**src/rtl/emergency_arbiter.sv**
```systemverilog
// emergency_arbiter
// Round-robin arbiter for emergency-vehicle request lines feeding the single
// Emergency input of the intersection light controller. Each grant lasts at
// least HOLD_MIN and at most HOLD_MAX cycles. Every release is followed by a
// COOLDOWN gap so that normal traffic cycling resumes between emergencies.
// A requester released by timeout is locked out until its request drops.
// Optional build macro EMERGENCY_PREEMPT_EN: requester 0 may preempt a grant
// held by any other requester, with no cooldown and no low cycle on Emergency.
module emergency_arbiter #(
    parameter int N_REQ    = 4,
    parameter int HOLD_MIN = 16,
    parameter int HOLD_MAX = 256,
    parameter int COOLDOWN = 32,
    parameter int CW       = 9
) (
    input  logic             Clk,
    input  logic             reset,
    input  logic [N_REQ-1:0] req,
    output logic             Emergency,
    output logic [N_REQ-1:0] grant,
    output logic             busy,
    output logic             timeout
);

    localparam int            IW      = (N_REQ > 1) ? $clog2(N_REQ) : 1;
    localparam logic [IW:0]   N_W     = (IW+1)'(N_REQ);
    localparam logic [IW-1:0] LAST_IX = IW'(N_REQ - 1);
    localparam logic [CW-1:0] HMIN_M1 = CW'(HOLD_MIN - 1);
    localparam logic [CW-1:0] HMAX_M1 = CW'(HOLD_MAX - 1);
    localparam logic [CW-1:0] CD_M1   = CW'(COOLDOWN - 1);
    localparam logic [N_REQ-1:0] ONE  = {{(N_REQ-1){1'b0}}, 1'b1};

    typedef enum logic [1:0] {ST_IDLE, ST_GRANT, ST_COOLDOWN} state_t;

    state_t            state_reg, state_next;
    logic [N_REQ-1:0]  grant_reg, grant_next;
    logic              emergency_reg, emergency_next;
    logic              busy_reg, busy_next;
    logic              timeout_reg, timeout_next;
    logic [IW-1:0]     rr_ptr_reg, rr_ptr_next;
    logic [IW-1:0]     gidx_reg, gidx_next;
    logic [CW-1:0]     cnt_reg, cnt_next;
    logic [N_REQ-1:0]  lockout_reg, lockout_next;

    logic [N_REQ-1:0]   eligible;
    logic [2*N_REQ-1:0] rot_dbl;
    logic [IW-1:0]      pick_off;
    logic [IW:0]        sum_w, sub_w;
    logic [IW-1:0]      pick_idx;
    logic [N_REQ-1:0]   pick_onehot;
    logic [CW-1:0]      cnt_inc;
    logic               req_granted;
    logic               normal_rel, forced_rel, set_lock, preempt_hit;

    assign eligible    = req & ~lockout_reg;
    assign req_granted = |(req & grant_reg);
    assign cnt_inc     = (cnt_reg == {CW{1'b1}}) ? cnt_reg : cnt_reg + 1'b1;
    assign normal_rel  = (cnt_reg >= HMIN_M1) && !req_granted;
    assign forced_rel  = (cnt_reg == HMAX_M1) && !normal_rel;

`ifdef EMERGENCY_PREEMPT_EN
    assign preempt_hit = (gidx_reg != '0) && req[0] && !lockout_reg[0];
`else
    assign preempt_hit = 1'b0;
`endif

    // Round-robin pick: rotate eligible so rr_ptr sits at bit 0, take the lowest set bit
    always_comb begin
        rot_dbl  = {eligible, eligible} >> rr_ptr_reg;
        pick_off = '0;
        for (int k = N_REQ - 1; k >= 0; k--) begin
            if (rot_dbl[k]) pick_off = IW'(k);
        end
        sum_w       = {1'b0, rr_ptr_reg} + {1'b0, pick_off};
        sub_w       = sum_w - N_W;
        pick_idx    = (sum_w >= N_W) ? sub_w[IW-1:0] : sum_w[IW-1:0];
        pick_onehot = ONE << pick_idx;
    end

    // Lockout bits clear whenever their request is low; a forced release locks the holder
    generate
        for (genvar gi = 0; gi < N_REQ; gi++) begin : g_lock
            assign lockout_next[gi] = (lockout_reg[gi] & req[gi]) | (set_lock & grant_reg[gi]);
        end
    endgenerate

    // Next-state and registered-output logic for the grant FSM
    always_comb begin
        state_next     = state_reg;
        grant_next     = grant_reg;
        emergency_next = emergency_reg;
        busy_next      = busy_reg;
        timeout_next   = 1'b0;
        rr_ptr_next    = rr_ptr_reg;
        gidx_next      = gidx_reg;
        cnt_next       = cnt_reg;
        set_lock       = 1'b0;
        case (state_reg)
            ST_IDLE: begin
                grant_next     = '0;
                emergency_next = 1'b0;
                busy_next      = 1'b0;
                cnt_next       = '0;
                if (|eligible) begin
                    state_next     = ST_GRANT;
                    grant_next     = pick_onehot;
                    gidx_next      = pick_idx;
                    emergency_next = 1'b1;
                    busy_next      = 1'b1;
                end
            end
            ST_GRANT: begin
                cnt_next = cnt_inc;
                if (preempt_hit) begin
                    grant_next = ONE;
                    gidx_next  = '0;
                    cnt_next   = '0;
                end else if (normal_rel || forced_rel) begin
                    state_next     = ST_COOLDOWN;
                    grant_next     = '0;
                    emergency_next = 1'b0;
                    busy_next      = 1'b1;
                    cnt_next       = '0;
                    rr_ptr_next    = (gidx_reg == LAST_IX) ? '0 : gidx_reg + 1'b1;
                    timeout_next   = forced_rel;
                    set_lock       = forced_rel;
                end
            end
            ST_COOLDOWN: begin
                cnt_next = cnt_inc;
                if (cnt_reg == CD_M1) begin
                    state_next = ST_IDLE;
                    busy_next  = 1'b0;
                    cnt_next   = '0;
                end
            end
            default: begin
                state_next     = ST_IDLE;
                grant_next     = '0;
                emergency_next = 1'b0;
                busy_next      = 1'b0;
                cnt_next       = '0;
            end
        endcase
    end

    // State register; reset overrides everything and drops any grant at once
    always_ff @(posedge Clk) begin
        if (reset) begin
            state_reg     <= ST_IDLE;
            grant_reg     <= '0;
            emergency_reg <= 1'b0;
            busy_reg      <= 1'b0;
            timeout_reg   <= 1'b0;
            rr_ptr_reg    <= '0;
            gidx_reg      <= '0;
            cnt_reg       <= '0;
            lockout_reg   <= '0;
        end else begin
            state_reg     <= state_next;
            grant_reg     <= grant_next;
            emergency_reg <= emergency_next;
            busy_reg      <= busy_next;
            timeout_reg   <= timeout_next;
            rr_ptr_reg    <= rr_ptr_next;
            gidx_reg      <= gidx_next;
            cnt_reg       <= cnt_next;
            lockout_reg   <= lockout_next;
        end
    end

    assign Emergency = emergency_reg;
    assign grant     = grant_reg;
    assign busy      = busy_reg;
    assign timeout   = timeout_reg;

endmodule
```
**config.mk**
```make
export PLATFORM = sky130hd
export DESIGN_NAME = emergency_arbiter
export DESIGN_NICKNAME = d
export VERILOG_FILES = /design/src/rtl/emergency_arbiter.sv
export SDC_FILE = /design/constraint.sdc
export NUM_CORES = 1
export LEC_CHECK = 0
export ABC_AREA = 1
export CAP_MARGIN = 5
export CORE_MARGIN = 2
export CORE_UTILIZATION = 34
export CTS_CLUSTER_SIZE = 8
export DETAILED_ROUTE_END_ITERATION = 12
export PLACE_DENSITY_LB_ADDON = 0.1
export SYNTH_ARGS = -nofsm -noshare
export SYNTH_HDL_FRONTEND = slang
export SYNTH_SLANG_ARGS = --single-unit
export TNS_END_PERCENT = 10
```
**constraint.sdc**
```tcl
create_clock -name Clk -period 3.1 [get_ports Clk]
set_clock_uncertainty 0.05 [all_clocks]
set_input_delay 0.62 -clock Clk [delete_from_list [all_inputs] [get_ports Clk]]
set_output_delay 0.62 -clock Clk [all_outputs]
set_load 0.1 [all_outputs]
```
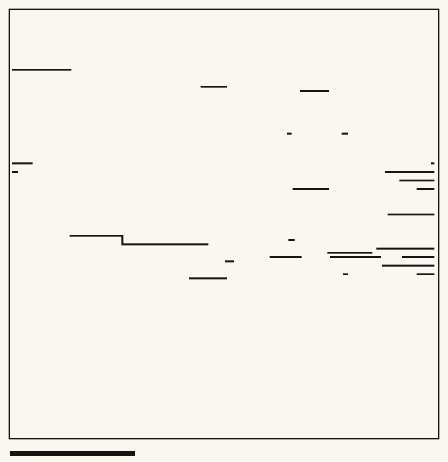
Fig. 1. The metal 3 layer.
Scale bar: 20 um.
19 nets have wire on it. The wires run mostly horizontal. The layer holds 4.1% of the routed length. The longest straight run is 13.6 um. The layer carries 125 um of wire.
wirelength, routed: 3.092 mm
vias after detailed routing: 1294
met3 usage: 0.02632

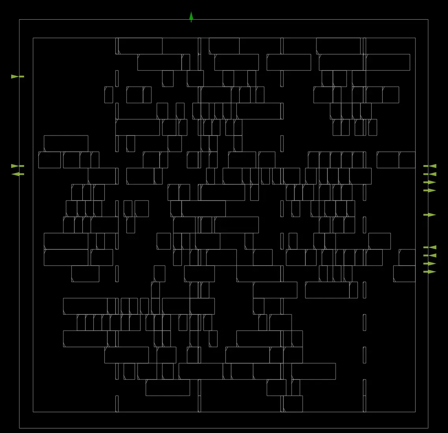
Fig. 2. Placed standard cells.
final core utilization: 0.4063
Seq area share: 0.3202
Tap Count: 50

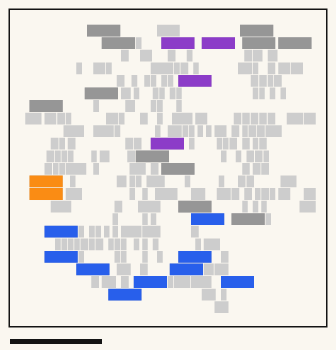
Fig. 3. Sequential cells coloured by netlist name.
Scale bar: 20 um.
Key: orange = state_reg [placed flops 2]; purple = grant [placed flops 4, where top centre]; blue = cnt_reg [placed flops 9]
Another 11 sequential cells are not coloured.
Register Area: 520.5 um2
seq pwr: 414 uW

==> impl_metrics.csv <==
group,metric,value,unit
status,status,"completed",
clock_network,cts_tree,"yes",
layout,fin_nets,227,
critical_path,critical_path_class,"primary input to register",
yosys,synth_nets,211,
hold_path,hp-start,"Emergency",
final_timing,slew_headroom,0.7364,
route,dr.pass1.iters,4,
global_routing,grt_util_all_layers,0.1467,
yosys,synth_area,0.001409,mm2
final_timing,final.period_utilization,0.7780,
clock_network,cts_root_buf,"clkbuf_8",
final_timing,min_period,2412,ps
power_and_ir_drop,p_per_area,694.9,mW/mm2
yosys,ys_chip_area,0.001409,mm2
route,vias_per_cell,4.902,
hold_path,hold_class,"register to register",
clock_network,clkLatencyLatePin,270,ps
floorplan,die_h,68.37,um
floorplan,die_x,68.37,um
clock_network,holdBufCountCts,0,
clock_network,clock-sinks,26,
yosys,topCellsByArea,"dfxtp_1 37%, nand2_1 10%, nand3_1 8.9%",
route,drt_iter0_drc,59,
critical_path,end_kind,"register",
route,ant_nets,0,
layout,drive_above_1_share,0.1215,
yosys,numSynthFlops,26,
power_and_ir_drop,leakage,0.0007063,uW
critical_path,worstPathRequired,3260,ps
final_timing,fmaxAchievable,0.4146,GHz
job,drv_cap,0,
final_timing,hold_ws,420.9,ps
hold_path,whs_path_depth,2,
route,remaining_drc_errors,0,
layout,largest_reg_flops,9,
clock_network,clk_pin_slew,80,ps
floorplan,die-area,0.004674,mm2
yosys,synth_top_area_share,0.3694,
floorplan,io_pins,13,
layout,layout_top_cell,"nand2_1",
final_timing,setup_viol,0,
yosys,avgSynthCellArea,7.080,um2
final_timing,rsz0062_at_grt,"false",
final_timing,finalHoldViolCount,0,
yosys,yosysUniqueCellTypes,28,
critical_path,reg2reg_setup_slack,980,ps
clock_network,cts-htree-levels,1,
critical_path,rr_endpoint,"grant[0]",
clock_network,cts_resized,0,
critical_path,reg2regPathDepth,13,
place,portBuffers,12,
global_routing,grt_pass1_vias,1145,
route,wl_per_cell,11.71,um
final_timing,tns,0,ps
global_routing,grt_max_degree,15,
layout,layout_top_cells,"38 x nand2_1, 27 x inv_1, 26 x dfxtp_1, 25 x nand3_1, 25 x nor2_1",
job,warning_count,28,
layout,areaGrowthSynthToFinish,15.36,%
global_routing,antenna_found_initial,0,
final_timing,worstMarginPinSlew,394.1,ps
place,hpwl,2.465,mm
clock_network,cts_made_buffers,3,
hold_path,worstHoldEndpoint,"Emergency",
yosys,yosysWarningCount,0,
clock_network,cts.path.max_buffers,2,
yosys,yosysSeqAreaShare,0.3694,
critical_path,critPathLaunchType,"primary input",
layout,diodes,0,
yosys,ys_cells,199,
yosys,netlist.top_cell.by_area,"dfxtp_1",
global_routing,overflow,0,
critical_path,crit_path_max_fanout,5,
power_and_ir_drop,peakVddDrop,317.1,uV
global_routing,grt_pass1_wl,5.043,mm
critical_path,worstPathArrival,2570,ps
place,place_congestion,0.8605,
critical_path,reg2reg_from,"rr_ptr_reg[0]",
yosys,syn_inst,199,
final_timing,slew_violations,0,
clock_network,postCtsSetupRepairBufs,0,
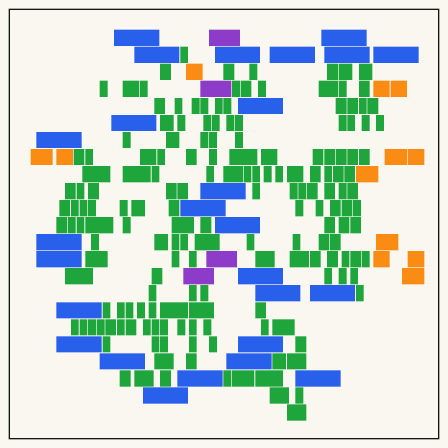
Fig. 4. Placed cells, one colour a class.
Key: orange = remaining buffers and delay cells [cells 12, share of their area 6.6%]; blue = registers [cells 26, share of their area 33%]; green = remaining logic cells [cells 172, share of their area 57%]; purple = clock drivers and dummy loads [cells 4, share of their area 3.5%]
FP Rows: 23
CORE AREA: 0.004000 mm2

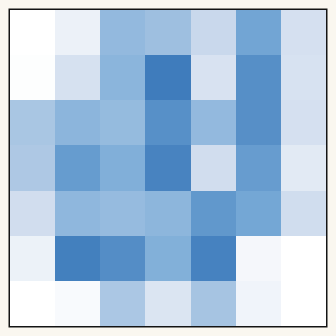
Fig. 5. Local utilization.
7 x 7 tiles, from white (low) to dark blue (high), 0 to 100% covered.
The fullest tile reaches 69%. The densest ninth of the die: centre. The mean over all tiles is 33%. 10% of the tiles are nearly empty.
fp util: 0.3522

[cells in the mapped netlist]
| cell | number |
|---|---|
| a211oi_1 | 1 |
| a21boi_0 | 1 |
| a21oi_1 | 13 |
| a31o_2 | 1 |
| clkbuf_1 | 1 |
| clkinv_1 | 1 |
| clkinv_2 | 1 |
| dfxtp_1 | 26 |
| ha_1 | 6 |
| inv_1 | 27 |
| mux2i_1 | 1 |
| nand2_1 | 38 |
| nand2_2 | 3 |
| nand3_1 | 25 |
| nand3_2 | 3 |
| nand3b_1 | 1 |
| nand4_1 | 3 |
| nand4_2 | 1 |
| nor2_1 | 25 |
| nor2_2 | 1 |
| nor2_4 | 1 |
| nor3_1 | 1 |
| o211ai_1 | 1 |
| o21ai_0 | 8 |
| o21ai_2 | 3 |
| or3_4 | 1 |
| xnor2_1 | 3 |
| xor2_1 | 2 |
[logic make-up after synthesis]
logic type,count (synthesis),synth area share
flops,26,0.3694
fa+ha+maj,6,0.05328
xor+xnor,5,0.03109
mux,1,0.007105
compound gates,28,0.1155
simple gates,103,0.3428
buf+inv,30,0.08081
[critical path: stages]
cell	delay, ps
clkdlybuf4s50_1	560
nand3_1	140
nand3_1	120
nand3_1	80
a21boi_0	180
ha_1	190
xor2_1	170
nand3b_1	160
nand2_1	110
nor2_1	120
nor2_1	50
nor2_1	70
[final cells by class]
type | count | area [um2]
clock buffer | 4 | 55.05
fill | 428 | 2375
inverter | 29 | 110.1
multi-input combinational | 143 | 774.5
sequential | 26 | 520.5
tap | 50 | 62.56
timing repair buffer | 12 | 102.6
[power breakdown]
group / internal (uW) / total, uW / switching [uW]
Clock: 114 / 217 / 104
Combinational: 135 / 498 / 363
Sequential: 381 / 414 / 33.4
[through the flow]
stage / cells / cell area [um2] / setup slack, ps / total power [uW] / utilization
2_1_floorplan: 199 / 1409 / 951.6 / 815.6 / -
3_3_place_gp: 260 / 1570 / 496.8 / 922.8 / 0.3926
3_5_place_dp: 260 / 1570 / 419.4 / 925.9 / 0.3926
4_1_cts: 264 / 1625 / 702.9 / 1148 / 0.4063
5_1_grt: 264 / 1625 / 555.2 / 1217 / 0.4063
6_report: 264 / 1625 / 688.1 / 1129 / 0.4063
[layer usage]
metal  vias to the layer above  global-route usage  part of all wire
met5                         -                   0                 0
met4                         0             0.09750             0.040
met3                        11             0.02632             0.040
met2                        28              0.2197              0.43
met1                       578              0.1910              0.49
li1                        677                   -                 -
[worst max path at each step]
stage,cells past startpoint,start,endpoint
4_1_cts,12,req[2],grant[0]
3_5_place_dp,12,req[2],grant[0]
5_1_grt,12,req[2],grant[0]
2_1_floorplan,9,grant[0],lockout_reg[2]
3_3_place_gp,13,req[1],grant[1]
6_report,12,req[2],grant[0]
No activity file was given, so power comes from the tool's default toggle rates.
